==> src/rtl/ssd_pkg.sv <==
`default_nettype none
// ============================================================================
// Module      : ssd_pkg
// Description : Shared owner encoding, display symbol codes and symbol
//               mapping helpers for the seven-segment scan arbiter.
// Revision    : 1.0 - initial release
// ============================================================================
package ssd_pkg;

    // Display owner; the encoding is visible on the owner port
    typedef enum logic [1:0] {
        OWN_SPEED = 2'd0,
        OWN_ANIM  = 2'd1,
        OWN_ALERT = 2'd2
    } owner_e;

    // Symbols 0..15 are hex digits, 16..22 light single segments a..g
    localparam logic [4:0] SYM_SEG_A = 5'd16;
    localparam logic [4:0] SYM_DASH  = 5'd23;
    localparam logic [4:0] SYM_BLANK = 5'd31;

    localparam logic [2:0] ANIM_MAX  = 3'd6;
    localparam logic [3:0] BCD_MAX   = 4'd9;

    // Animation phase to single-segment symbol; out-of-range phases show a dash
    function automatic logic [4:0] anim_sym(input logic [2:0] q);
        if (q > ANIM_MAX)
            return SYM_DASH;
        return SYM_SEG_A + {2'b00, q};
    endfunction

    // BCD nibble to digit symbol; non-decimal nibbles show a dash
    function automatic logic [4:0] bcd_sym(input logic [3:0] n);
        if (n > BCD_MAX)
            return SYM_DASH;
        return {1'b0, n};
    endfunction

endpackage
`default_nettype wire

==> src/rtl/ssd_scan_timer.sv <==
`default_nettype none
// ============================================================================
// Module      : ssd_scan_timer
// Description : Digit slot divider and digit index for the multiplexed scan.
//               Flags the blanking window, the last cycle of each slot and
//               the last cycle of each frame (index wrapping 3 -> 0).
// Revision    : 1.0 - initial release
// ============================================================================
module ssd_scan_timer #(
    parameter int SCAN_DIV  = 100000,
    parameter int BLANK_CYC = 16
) (
    input  logic       clk,
    input  logic       rst,
    output logic       blank,
    output logic [1:0] idx,
    output logic       slot_end,
    output logic       frame_done
);

    localparam int                 c_DIV_W     = (SCAN_DIV > 1) ? $clog2(SCAN_DIV) : 1;
    localparam logic [c_DIV_W-1:0] c_DIV_LAST  = c_DIV_W'(SCAN_DIV - 1);
    localparam logic [c_DIV_W-1:0] c_BLANK_END = c_DIV_W'(BLANK_CYC);
    localparam logic [c_DIV_W-1:0] c_DIV_ONE   = c_DIV_W'(1);

    logic [c_DIV_W-1:0] r_div;
    logic [1:0]         r_idx;

    // Slot divider; the digit index advances on the last cycle of each slot
    always_ff @(posedge clk) begin
        if (rst) begin
            r_div <= '0;
            r_idx <= 2'd0;
        end else if (slot_end) begin
            r_div <= '0;
            r_idx <= r_idx + 2'd1;
        end else begin
            r_div <= r_div + c_DIV_ONE;
        end
    end

    assign slot_end   = (r_div == c_DIV_LAST);
    assign frame_done = slot_end && (r_idx == 2'd3);
    assign blank      = (r_div < c_BLANK_END);
    assign idx        = r_idx;

endmodule
`default_nettype wire

==> src/rtl/ssd_scan_arbiter.sv <==
`default_nettype none
// ============================================================================
// Module      : ssd_scan_arbiter
// Description : Chooses per frame which source owns the 4-digit display
//               (speed, animation or timed alert), snapshots that source into
//               a frame buffer at the frame boundary and scans it out with a
//               blanking gap at the start of every digit slot.
// Revision    : 1.0 - initial release
// ============================================================================
module ssd_scan_arbiter
    import ssd_pkg::*;
#(
    parameter int SCAN_DIV   = 100000,
    parameter int BLANK_CYC  = 16,
    parameter int ALERT_HOLD = 250
) (
    input  logic        clk,
    input  logic        rst,
    input  logic [1:0]  drive,
    input  logic [11:0] anim_q,
    input  logic [15:0] spd_bcd,
    input  logic        alert_req,
    input  logic [15:0] alert_code,
    output logic        alert_ack,
    output logic [1:0]  owner,
    output logic [4:0]  digit_sym,
    output logic [3:0]  ssd_ctrl,
    output logic        frame_done
);

    localparam int                  c_HOLD_W    = $clog2(ALERT_HOLD + 1);
    localparam logic [c_HOLD_W-1:0] c_HOLD_LOAD = c_HOLD_W'(ALERT_HOLD);
    localparam logic [c_HOLD_W-1:0] c_HOLD_ONE  = c_HOLD_W'(1);

    logic                w_blank;
    logic [1:0]          w_idx;
    logic                w_slot_end;
    logic                w_frame_wrap;
    logic                w_boundary;

    owner_e              r_owner;
    owner_e              w_owner_nxt;
    owner_e              w_drive_owner;
    logic [c_HOLD_W-1:0] r_hold;
    logic [c_HOLD_W-1:0] w_hold_nxt;
    logic                w_take;
    logic                w_expire;

    logic                r_pending;
    logic [15:0]         r_pend_code;
    logic [15:0]         r_alert_code;
    logic [15:0]         w_code;

    logic [3:0][4:0]     r_fbuf;
    logic [3:0][4:0]     w_fbuf_nxt;
    logic [3:0][4:0]     w_anim_sym;
    logic [3:0][4:0]     w_spd_sym;
    logic [3:0][4:0]     w_spd_buf;
    logic [3:0][4:0]     w_code_sym;
    logic                w_lead;

    logic                r_alert_ack;
    logic                r_frame_done;
    logic [3:0]          r_ssd_ctrl;
    logic [4:0]          r_digit_sym;

    ssd_scan_timer #(
        .SCAN_DIV  (SCAN_DIV),
        .BLANK_CYC (BLANK_CYC)
    ) u_timer (
        .clk        (clk),
        .rst        (rst),
        .blank      (w_blank),
        .idx        (w_idx),
        .slot_end   (w_slot_end),
        .frame_done (w_frame_wrap)
    );

    // The frame boundary is the last cycle of the last slot
    assign w_boundary    = w_slot_end && w_frame_wrap;
    assign w_drive_owner = (drive == 2'b01 || drive == 2'b10) ? OWN_ANIM : OWN_SPEED;
    assign w_expire      = (r_owner == OWN_ALERT) && (r_hold <= c_HOLD_ONE);
    // A newly accepted alert is shown from its pending code in the same refill
    assign w_code        = w_take ? r_pend_code : r_alert_code;

    // Owner state register
    always_ff @(posedge clk) begin
        if (rst) begin
            r_owner <= OWN_SPEED;
            r_hold  <= '0;
        end else begin
            r_owner <= w_owner_nxt;
            r_hold  <= w_hold_nxt;
        end
    end

    // Owner next-state: pending alert first, then remaining hold, then drive
    always_comb begin
        w_owner_nxt = r_owner;
        w_hold_nxt  = r_hold;
        w_take      = 1'b0;
        if (w_boundary) begin
            if (r_pending && (r_owner != OWN_ALERT || w_expire)) begin
                w_owner_nxt = OWN_ALERT;
                w_hold_nxt  = c_HOLD_LOAD;
                w_take      = 1'b1;
            end else if (r_owner == OWN_ALERT && !w_expire) begin
                w_hold_nxt  = r_hold - c_HOLD_ONE;
            end else begin
                w_owner_nxt = w_drive_owner;
                w_hold_nxt  = '0;
            end
        end
    end

    // Alert capture; a request always wins over the clear from acceptance
    always_ff @(posedge clk) begin
        if (rst) begin
            r_pending    <= 1'b0;
            r_pend_code  <= 16'h0000;
            r_alert_code <= 16'h0000;
        end else begin
            if (alert_req) begin
                r_pending   <= 1'b1;
                r_pend_code <= alert_code;
            end else if (w_take) begin
                r_pending   <= 1'b0;
            end
            if (w_take)
                r_alert_code <= r_pend_code;
        end
    end

    // Per-digit symbol mapping for each source
    for (genvar i = 0; i < 4; i++) begin : g_digit
        assign w_anim_sym[i] = anim_sym(anim_q[3*i +: 3]);
        assign w_spd_sym[i]  = bcd_sym(spd_bcd[4*i +: 4]);
        assign w_code_sym[i] = {1'b0, w_code[4*i +: 4]};
    end

    // Leading-zero blanking of the speed readout; digit 0 is always shown
    always_comb begin
        w_spd_buf = w_spd_sym;
        w_lead    = 1'b1;
        for (int i = 3; i >= 1; i--) begin
            if (w_lead && spd_bcd[4*i +: 4] == 4'd0)
                w_spd_buf[i] = SYM_BLANK;
            else
                w_lead = 1'b0;
        end
    end

    // Frame buffer contents for the owner that takes the next frame
    always_comb begin
        w_fbuf_nxt = w_spd_buf;
        case (w_owner_nxt)
            OWN_ALERT: w_fbuf_nxt = w_code_sym;
            OWN_ANIM:  w_fbuf_nxt = w_anim_sym;
            default:   w_fbuf_nxt = w_spd_buf;
        endcase
    end

    // Frame buffer refilled only at the boundary so a frame never tears
    always_ff @(posedge clk) begin
        if (rst)
            r_fbuf <= {4{SYM_BLANK}};
        else if (w_boundary)
            r_fbuf <= w_fbuf_nxt;
    end

    // Registered scan outputs and boundary pulses
    always_ff @(posedge clk) begin
        if (rst) begin
            r_ssd_ctrl   <= 4'b1111;
            r_digit_sym  <= SYM_BLANK;
            r_alert_ack  <= 1'b0;
            r_frame_done <= 1'b0;
        end else begin
            r_alert_ack  <= w_take;
            r_frame_done <= w_boundary;
            if (w_blank) begin
                r_ssd_ctrl  <= 4'b1111;
                r_digit_sym <= SYM_BLANK;
            end else begin
                r_ssd_ctrl  <= ~(4'b0001 << w_idx);
                r_digit_sym <= r_fbuf[w_idx];
            end
        end
    end

    assign owner      = r_owner;
    assign alert_ack  = r_alert_ack;
    assign frame_done = r_frame_done;
    assign ssd_ctrl   = r_ssd_ctrl;
    assign digit_sym  = r_digit_sym;

endmodule
`default_nettype wire

==> config.mk <==
export PLATFORM = sky130hd
export DESIGN_NAME = ssd_scan_arbiter
export DESIGN_NICKNAME = d
export VERILOG_FILES = /design/src/rtl/ssd_pkg.sv /design/src/rtl/ssd_scan_timer.sv /design/src/rtl/ssd_scan_arbiter.sv
export SDC_FILE = /design/constraint.sdc
export NUM_CORES = 1
export LEC_CHECK = 0
export CAP_MARGIN = 15
export CORE_AREA = 2 2 107 109
export CTS_CLUSTER_DIAMETER = 40
export DETAILED_ROUTE_END_ITERATION = 8
export DIE_AREA = 0 0 109 111
export GPL_TIMING_DRIVEN = 0
export PLACE_DENSITY = 0.67
export SETUP_SLACK_MARGIN = 0.4
export SLEW_MARGIN = 20
export SYNTH_ARGS = -nofsm -noshare
export SYNTH_HDL_FRONTEND = slang
export SYNTH_SLANG_ARGS = --single-unit
==> constraint.sdc <==
create_clock -name clk -period 8 [get_ports clk]
set_input_delay 0.8 -clock clk [delete_from_list [all_inputs] [get_ports clk]]
set_output_delay 0.8 -clock clk [all_outputs]
set_load 0.1 [all_outputs]
==> impl_metrics.yaml, run 1 <==
# synthesis and place-and-route metrics
run_status:
  outcome: "finished clean"
yosys:
  ys_sh_adder_pct: 2.65
  ys_cells: 493
  synth_top_area_share_pct: 43.7
  synth_top_cell_by_area: "dfxtp_1"
  ys_ff: 93
  compound_area_share_pct: 14.8
  fp_nets: 551
  ys_chip_area_um2: 4260
  edf_count: 0
  synthTopCellsByCount: "dfxtp_1 (93), nor2_1 (78), nand2_1 (57)"
  yosysWarnings: 0
  avgSynthCellArea_um2: 8.63
  ys.flop_type: "dfxtp_1"
  xor_share_pct: 3.09
  synthArstFlopShare_pct: 0
  topCombFamilyByArea: "simple AND/OR/NAND/NOR gates"
  synth.cell_area_um2: 4260
  synth.mux.area_fraction_pct: 8.70
  yosys-top-cells-area: "dfxtp_1 (44%), nor2_1 (6.9%), nand2_1 (5.0%)"
  synth.distinct_cells: 51
  ys_seq_share_pct: 43.7
final_layout:
  fin_nets: 622
  ff_count: 93
  sh_seq_area_pct: 34.7
  nonClkBufAreaFrac_pct: 13.2
  largestClassByArea: "logic gates"
  num-multi-input-gates: 363
  buffers: 87
  lay_top_count: "dfxtp_1"
  finalNonFillerCells: 711
  comb_area_share_pct: 42.0
  finish.utilization_pct: 48.4
  final_cell_mix: "dfxtp_1 (93), nor2_1 (78), clkdlybuf4s50_1 (60)"
  clock_buffer_count: 10
  area_growth_pct: 25.9
place:
  placed_cells: 696
  port_buffers: 60
  place_area_um2: 5040
  gp_congestion: 0.872
  dpl.hpwl_um: 8570
setup_path:
  worst-path-max-fanout: 10
  critPathArrivalTime_ns: 4.58
  cp-end-kind: "register"
  critPathLaunchType: "register"
  path_class: "reg -> reg"
timing:
  skew_ns: 0.00769
  hold_viol: 0
  final-max-slew-violation-count: 0
  rsz0062_at_grt: "false"
  fmax_ghz: 0.232
  fin_hold_ws_ns: 0.447
  tns_ns: 0
floorplan:
  core_um2: 11100
  nWellTaps: 143
  dieArea_um2: 12100
  initCoreUtil_pct: 38.4
global_route:
  antenna_found_initial: 0
  grt_pass1_wl_um: 18700
  grt_max_degree: 16
  grt_pass1_vias: 3711
  gr-total-overflow: 0
power_and_ir_drop:
  vdd_drop_max_mv: 0.117
  leakage_nw: 1.98
  power.total_mw: 1.00
routing:
  drc: 0
  ant_nets: 0
  initialDrtViolationCount: 277
clocking:
  postCtsSetupRepairBufs: 0
  cts.sinks: 93
  clk_pin_slew_ns: 0.07
  root_buffer: "clkbuf_16"
  cts_buffer_depth: 2
  h-tree-depth: 3
  numCtsBuffers: 9
  cts_tree: "built"
min_path:
  hp-class: "reg -> reg"
job:
  warnings: 31
  cap_violations: 0
[run 1: metal layers]
metal | vias to the layer above | GRT usage, % | routed length (µm)
met3 | 18 | 3.23 | 618
met2 | 104 | 31.1 | 5350
li1 | 1874 | - | -
met5 | - | 0 | 0
met4 | 0 | 6.67 | 252
met1 | 1835 | 27.4 | 5080
[run 1: sequential cells by signal, indices dropped and copies added (netlist names)]
name	cells
alert_ack	1
r_alert_code	16
r_pending	1
u_timer.r_div	17
frame_done	1
ssd_ctrl	4
digit_sym	5
r_fbuf	20
r_hold	8
r_pend_code	16
u_timer.idx	2
owner	2
[run 1: critical path, stage by stage, from the launching register on]
cell and delay [ns]:
dfxtp_1 0.41, nand2_1 0.15, nor4_1 0.73, nand2_1 0.45
clkbuf_1 0.35, a21oi_1 0.32, inv_1 0.07, ha_1 0.34
clkbuf_1 0.44, clkbuf_1 0.43, nor2b_1 0.29, nor3_1 0.10
a21oi_1 0.15
[run 1: worst paths after layout]
path                          startpoint                         end  slack (ns)  depth (start not counted)
min reg2reg   r_alert_code[8]$_SDFF_PP0_  r_alert_code[8]$_SDFF_PP0_        0.45                          2
min           r_alert_code[8]$_SDFF_PP0_  r_alert_code[8]$_SDFF_PP0_        0.45                          2
max reg2reg  u_timer.r_div[9]$_SDFF_PP0_      r_fbuf[7]$_SDFFE_PP1N_        3.68                         12
max          u_timer.r_div[9]$_SDFF_PP0_      r_fbuf[7]$_SDFFE_PP1N_        3.68                         12
[run 1: report_power, final]
group          switching, mW  total (mW)  leakage (nW)  internal [mW]
Combinational         0.0292      0.0647          1.07         0.0355
Sequential           0.00591       0.475         0.754          0.469
Clock                  0.183       0.464         0.151          0.282
Total                  0.218        1.00          1.98          0.787
Figure 1. M4 wires (run 1).
Supply wires on this layer in grey.
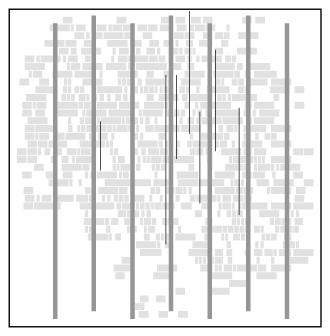
nets with wire on the layer: 6
wire length on this layer: 253 µm
share of all routed wire: 2.2%
longest straight run: 59.2 µm
main direction: vertical

Figure 2. M3 wires (run 1).
The bar under the picture is 20 µm long.
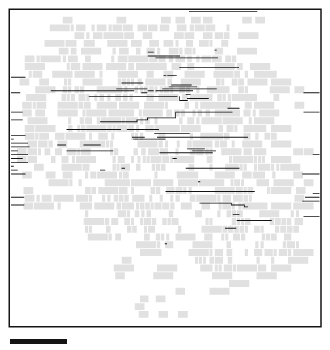
main direction: horizontal
share of all routed wire: 5.5%

Figure 3. Signal wires on met2 (run 1).
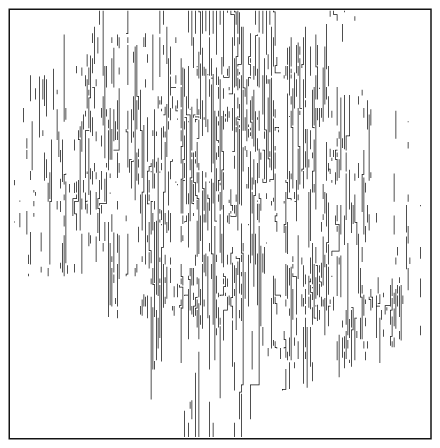
share of all routed wire: 47%
main direction: vertical
drt total wl: 11300 µm
detailed-route via count: 3831

Figure 4. Clock nets (run 1).
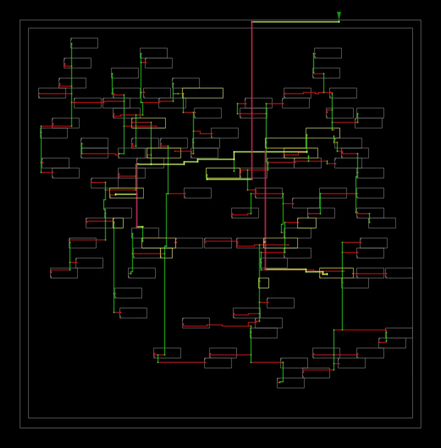

==> run 1 -> run 2 <==
==> constraint.sdc (replaced) <==
create_clock -name clk -period 4.5 [get_ports clk]
set_input_delay 0.45 -clock clk [delete_from_list [all_inputs] [get_ports clk]]
set_output_delay 0.45 -clock clk [all_outputs]
set_load 0.1 [all_outputs]
Figure 5. Clock nets (run 2).
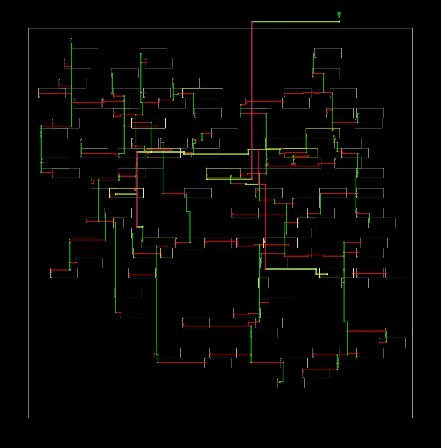
clk pwr: 0.826 mW
Max Clock Skew: 0.00515 ns
layout clock buffer count: 10
clock sinks: 93
Num CTS Buffers: 9

Figure 6. Met1 routing (run 2).
Supply wires on this layer in grey.
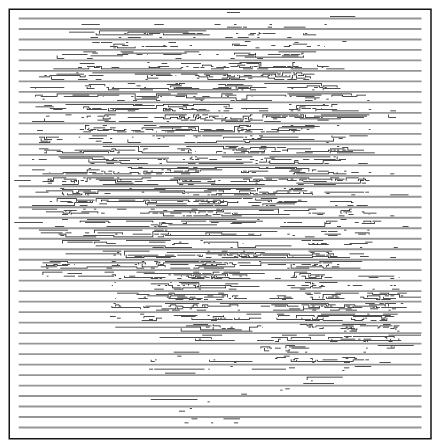
nets with wire on the layer: 574
share of all routed wire: 44%

Figure 7. Signal wires on met2 (run 2).
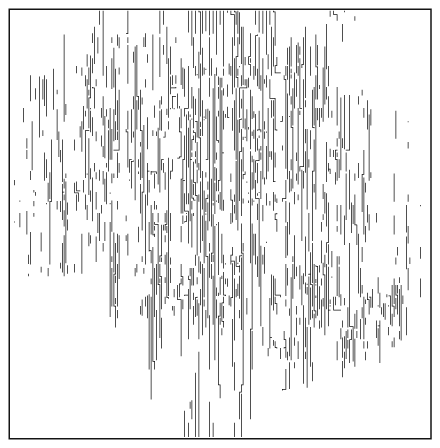
nets with wire on the layer: 520
share of all routed wire: 47%
wire length on this layer: 5320 µm
longest straight run: 39.8 µm

==> run 2 against run 1 <==
Against the previous run: critical path depth rose by 1; first-iteration DRC count rose by 13%; global-route usage did not move; area after synthesis stayed put; sequential power up 78%; largest cell class unchanged; worst setup slack worse by 3.0 ns; critical path type unchanged; count of clock-buffer cells in the layout is the same; maximum frequency is 13% higher; combinational power grew 78%; total power up 78%; synthesized cell count unchanged; core utilization is 0.11 points higher.
==> impl_metrics.yaml, run 2 <==
# synthesis and place-and-route metrics
clocking:
  cts_tree: "built"
  h-tree-depth: 3
  root_buffer: "clkbuf_16"
  postCtsSetupRepairBufs: 0
yosys:
  yosysWarnings: 0
  synthArstFlopShare_pct: 0
  yosys-top-cells-area: "dfxtp_1 (44%), nor2_1 (6.9%), nand2_1 (5.0%)"
  fp_nets: 551
  edf_count: 0
  avgSynthCellArea_um2: 8.63
  ys_chip_area_um2: 4260
  ys_seq_share_pct: 43.7
  synth.cell_area_um2: 4260
  synth.distinct_cells: 51
  ys_cells: 493
  synth_top_area_share_pct: 43.7
  ys_ff: 93
  synth_top_cell_by_area: "dfxtp_1"
final_layout:
  finalNonFillerCells: 711
  lay_top_count: "dfxtp_1"
  fin_nets: 622
  largest_reg_flops: 20
  regMostFlops: "r_fbuf"
  largestRegisters: "r_fbuf x20, u_timer.r_div x17"
  finish.utilization_pct: 48.5
timing:
  fin_hold_ws_ns: 0.446
  final-max-slew-violation-count: 0
  fmax_ghz: 0.263
  rsz0062_at_grt: "false"
setup_path:
  r2r_cells: 13
  crit_chain: "or4_1 > and4b_1 > buf_4 > nand2_2 > buf_2 > a21oi_1 > inv_1 > ha_1 > clkbuf_1 > clkbuf_2 > nor2b_1 > nor3_1 > a21oi_1"
  critPathArrivalTime_ns: 4.07
  cp-startpoint: "u_timer.r_div[13]$_SDFF_PP0_"
  endpoint: "r_fbuf[7]$_SDFFE_PP1N_"
  cp_top_family: "simple AND/OR/NAND/NOR gates"
  path_class: "reg -> reg"
  cpMaxStageDelayCell: "or4_1"
  critPathLaunchType: "register"
  worst-path-max-fanout: 10
  path_common_cell: "a21oi_1"
  crit_buf_inv: 5
min_path:
  hold_path_depth: 2
  hold_path_end: "r_alert_code[8]$_SDFF_PP0_"
  hp-class: "reg -> reg"
  hp-start: "r_alert_code[8]$_SDFF_PP0_"
job:
  cap_violations: 0
power_and_ir_drop:
  internal_power_mw: 1.40
  leakage_nw: 1.99
  netSwitchingPower_mw: 0.387
  vdd_drop_max_mv: 0.208
  seqPwrFrac_pct: 47.3
  p_sw_share_pct: 21.7
  power_frac_comb_pct: 6.4
  clockPowerShare_pct: 46.3
global_route:
  grt_pass1_wl_um: 18700
  antenna_found_initial: 0
routing:
  wirelength_um: 11300
  initialDrtViolationCount: 312
  drc: 0
place:
  placed_cells: 696
  dpl.hpwl_um: 8570
  gp_congestion: 0.872
  port_buffers: 60
floorplan:
  core_um2: 11100
  dieArea_um2: 12100
  initCoreUtil_pct: 38.4
run_status:
  outcome: "finished clean"
## run 2: logic make-up (layout without fill, tap and decap cells)
logic type               after synthesis  after routing  share of synthesized area (%)
AND/OR/NAND/NOR                      213            213                           23.6
AND-OR/OR-AND                         96             96                           14.8
flip-flops                            93             93                           43.7
buffers and inverters                 37            112                           3.41
multiplexers                          30             30                           8.70
XOR/XNOR                              15             15                           3.09
adder cells (fa/ha/maj)                9              9                           2.65
## run 2: through the flow
stage	total power, mW	instance area (µm²)
detailed placement	0.978	5040
global route	1.84	5370
global placement	0.976	5040
CTS	1.80	5370
finish	1.79	5370
floorplan	0.912	4260
## run 2: power by group through the flow
| stage | Combinational (mW) | Sequential, mW | Clock (mW) |
|---|---|---|---|
| finish | 0.115 | 0.845 | 0.826 |
| detailed placement | 0.115 | 0.863 | 0 |
| floorplan | 0.0523 | 0.860 | 0 |
| CTS | 0.116 | 0.844 | 0.836 |
| global placement | 0.113 | 0.863 | 0 |
| global route | 0.125 | 0.846 | 0.874 |
## run 2: repair_timing
| action | CTS | global route |
|---|---|---|
| gates resized | 2 | 6 |
| setup endpoints to repair | 8 | 15 |
| hold buffers | 0 | 0 |
## run 2: final cells by class
class	instances	area share (%)
multi-input cells	363	42.0
flip-flops and latches	93	34.7
repair buffers	60	11.2
clock buffers	10	4.45
well taps	143	3.33
plain buffers	27	2.07
clock inverters	5	1.56
inverters	10	0.699
## run 2: metal layers
layer	vias up	global-route usage, %	wire length (µm)
met5	-	0	0
met4	0	6.67	259
met3	20	3.23	741
met1	1828	27.4	4980
met2	129	31.1	5320
li1	1871	-	-
No activity file was given, so power comes from the tool's default toggle rates.
